<file path="src/rtl/fifo_rd_ctrl.sv">
// Burst read controller for the read side of the dual-clock FIFO: waits for a full burst,
// then drains BURST_LEN words into a valid/ready stream. Define RD_CTRL_CNT_EN for burst_cnt.
module fifo_rd_ctrl #(
  parameter int BURST_LEN = 16
) (
  input  logic        rdclk,
  input  logic        sys_rst_n,
  input  logic        rdempty,
  input  logic        rdfull,
  input  logic [6:0]  rdusedw,
  input  logic [15:0] fifo_q,
  output logic        rdreq,
  output logic [15:0] po_data,
  output logic        po_valid,
  output logic        po_last,
  input  logic        po_ready
`ifdef RD_CTRL_CNT_EN
  ,
  output logic [15:0] burst_cnt
`endif
);

  localparam logic [6:0] BURST_LEN_W = 7'(BURST_LEN);

  typedef enum logic [1:0] {IDLE, BURST, DRAIN} state_t;

  state_t      state_reg, state_next;
  logic [6:0]  iss_cnt_reg, iss_cnt_next;
  logic [2:0]  occ_reg;
  logic        inflight_reg;
  logic        inflight_last_reg;
  logic [1:0]  head_reg, tail_reg;
  logic [15:0] hold_reg;
  logic [15:0] buf_data [4];
  logic        buf_last [4];

  logic push, pop, credit_ok, issue_last;

  assign push      = inflight_reg;
  assign pop       = po_valid && po_ready;
  assign po_valid  = (occ_reg != 3'd0);
  // When empty, po_data keeps the most recently popped word rather than stale buffer contents.
  assign po_data   = po_valid ? buf_data[head_reg] : hold_reg;
  assign po_last   = po_valid && buf_last[head_reg];
  // Counting the in-flight read as occupied keeps occ at 3 or below.
  assign credit_ok = (({1'b0, occ_reg} + {3'b000, inflight_reg}) <= 4'd2);
  assign issue_last = rdreq && (iss_cnt_reg == BURST_LEN_W - 7'd1);

  always_comb begin
    state_next   = state_reg;
    iss_cnt_next = iss_cnt_reg;
    rdreq        = 1'b0;
    case (state_reg)
      IDLE: begin
        iss_cnt_next = 7'd0;
        if ((rdusedw >= BURST_LEN_W) || rdfull)
          state_next = BURST;
      end
      BURST: begin
        rdreq = !rdempty && credit_ok && (iss_cnt_reg < BURST_LEN_W);
        if (rdreq)
          iss_cnt_next = iss_cnt_reg + 7'd1;
        if (iss_cnt_next == BURST_LEN_W)
          state_next = DRAIN;
      end
      DRAIN: begin
        if (pop && po_last)
          state_next = IDLE;
      end
      default: state_next = IDLE;
    endcase
  end

  always_ff @(posedge rdclk or negedge sys_rst_n) begin
    if (!sys_rst_n) begin
      state_reg         <= IDLE;
      iss_cnt_reg       <= 7'd0;
      occ_reg           <= 3'd0;
      inflight_reg      <= 1'b0;
      inflight_last_reg <= 1'b0;
      head_reg          <= 2'd0;
      tail_reg          <= 2'd0;
      hold_reg          <= 16'h0000;
    end else begin
      state_reg         <= state_next;
      iss_cnt_reg       <= iss_cnt_next;
      inflight_reg      <= rdreq;
      inflight_last_reg <= issue_last;
      if (push)
        tail_reg <= tail_reg + 2'd1;
      if (pop) begin
        head_reg <= head_reg + 2'd1;
        hold_reg <= buf_data[head_reg];
      end
      case ({push, pop})
        2'b10:   occ_reg <= occ_reg + 3'd1;
        2'b01:   occ_reg <= occ_reg - 3'd1;
        default: occ_reg <= occ_reg;
      endcase
    end
  end

  // Buffer storage needs no reset: occ_reg alone decides which entries are live.
  always_ff @(posedge rdclk) begin
    if (push) begin
      buf_data[tail_reg] <= fifo_q;
      buf_last[tail_reg] <= inflight_last_reg;
    end
  end

`ifdef RD_CTRL_CNT_EN
  logic [15:0] burst_cnt_reg;

  always_ff @(posedge rdclk or negedge sys_rst_n) begin
    if (!sys_rst_n)
      burst_cnt_reg <= 16'h0000;
    else if (pop && po_last)
      burst_cnt_reg <= burst_cnt_reg + 16'h0001;
  end

  assign burst_cnt = burst_cnt_reg;
`endif

endmodule
</file>
<file path="config.mk">
export PLATFORM = sky130hd
export DESIGN_NAME = fifo_rd_ctrl
export DESIGN_NICKNAME = d
export VERILOG_FILES = /design/src/rtl/fifo_rd_ctrl.sv
export SDC_FILE = /design/constraint.sdc
export NUM_CORES = 1
export LEC_CHECK = 0
export CAP_MARGIN = 20
export CORE_AREA = 2 2 73 144
export CTS_CLUSTER_SIZE = 30
export DETAILED_ROUTE_END_ITERATION = 10
export DIE_AREA = 0 0 75 146
export GPL_ROUTABILITY_DRIVEN = 0
export MAX_ROUTING_LAYER = met4
export PLACE_DENSITY = 0.76
export SLEW_MARGIN = 25
export SYNTH_ARGS = -nofsm -noshare
export SYNTH_HDL_FRONTEND = slang
export SYNTH_SLANG_ARGS = --single-unit
</file>
<file path="constraint.sdc">
create_clock -name rdclk -period 5.1 [get_ports rdclk]
set_input_delay 1.275 -clock rdclk [delete_from_list [all_inputs] [get_ports rdclk]]
set_output_delay 1.275 -clock rdclk [all_outputs]
set_load 0.01 [all_outputs]
</file>
Figure 1. Routing congestion map.
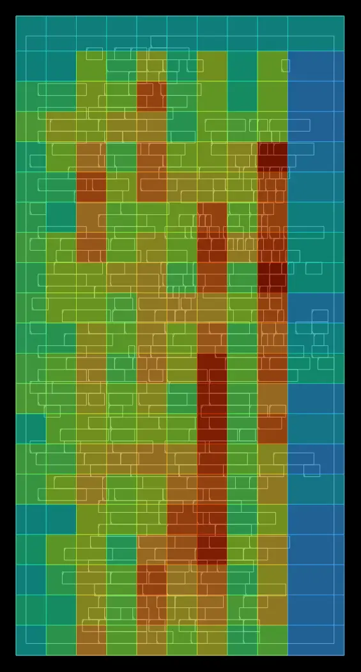
post-layout util: 52.3%
GRT met1 Usage: 16.3%
gr usage total: 15.7%

==> run summary <==
yosys + openroad results -> post-route worst setup slack=710 ps, Post-Place Worst Slack=712 ps, Non-clk bufs=43, area share, top type=47.4%, area grow syn2layout=18.5%, critical path peak fanout=4, cell type with the largest total area=edfxtp_1, Worst-path clk slew=60 ps, Critical Path Max Stage Delay=550 ps, status=complete, no violations, clock network area share=5.34%, Final Hold Viols=0, Clock Sink Count=102, tap cells=132, number of antenna-violating nets in the routed design=0, Adder Area Share=2.79%, Logic area=1320 um2, fin. max-slew vios=0, die area=11000 um2, Slew @ Worst Pin=977 ps, combinational share of cell area=25.8%, post_cts resized=0, most frequent cells after synthesis=edfxtp_1 (68), dfrtp_1 (34), mux2_2 (17), mux4_2 (17), mux2_4 (16), CP Cell Sequence=clkdlybuf4s50_1 > nor2_1 > nand3_1 > or3_1 > inv_2 > clkdlybuf4s50_1, CP startpoint kind=primary input, H-tree depth=3, family with the most delay on the worst path=buffers and inverters, CTS Hold Bufs=0, simple share=3.75%, layout cells sized above 1=23.3%, hold-critical path depth=1, total tool warning count=33, aggregate global routing overflow=0, Init Core Util=44.1%, Slew Limit Headroom=34.9%, register share of the cell area=56.7%, ys flop type=edfxtp_1, pwr dens=591 nW/um2, most instantiated logic cells after routing=edfxtp_1 (68), clkdlybuf4s50_1 (41), dfrtp_1 (34), mux4_2 (17), mux2_2 (17), critical path class=primary input to output port
Figure 2. Routed metal, one colour a layer.
Bar = 20 um.
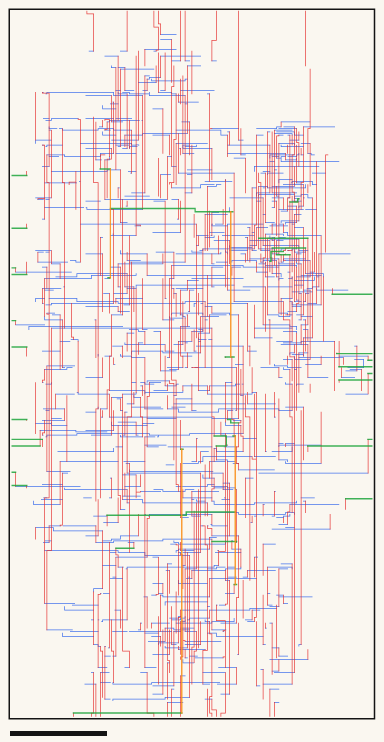
Blue is metal 1, wire length 2870 um. Red is metal 2, wire length 4430 um. Green is metal 3, wire length 207 um. Orange is metal 4, wire length 137 um.
total wire length: 7650 um
vias: 2200

routing by layer:
metal	vias to the layer above	GRT usage [%]	part of all wire, %
met1	1136	16.3	38
met4	0	7.23	1.8
met2	49	27.6	58
met3	10	2.56	2.7
met5	-	-	0
li1	1005	-	-
worst max path at each step:
stage | from | endpoint | slack [ps] | cells past startpoint
floorplan | rdempty | rdreq | 1800 | 4
global placement | rdempty | rdreq | 760 | 6
detailed placement | rdempty | rdreq | 710 | 6
CTS | rdempty | rdreq | 700 | 6
global route | rdempty | rdreq | 620 | 6
finish | rdempty | rdreq | 710 | 6
where the power goes:
group          internal, mW  total [mW]  leakage, nW  switching [mW]
Sequential             1.09        1.26         1.03           0.164
Clock                 0.345       0.622        0.122           0.278
Combinational         0.671        1.14        0.727           0.466
Total                  2.11        3.02         1.88           0.908
Power and IR drop assume default switching activity.
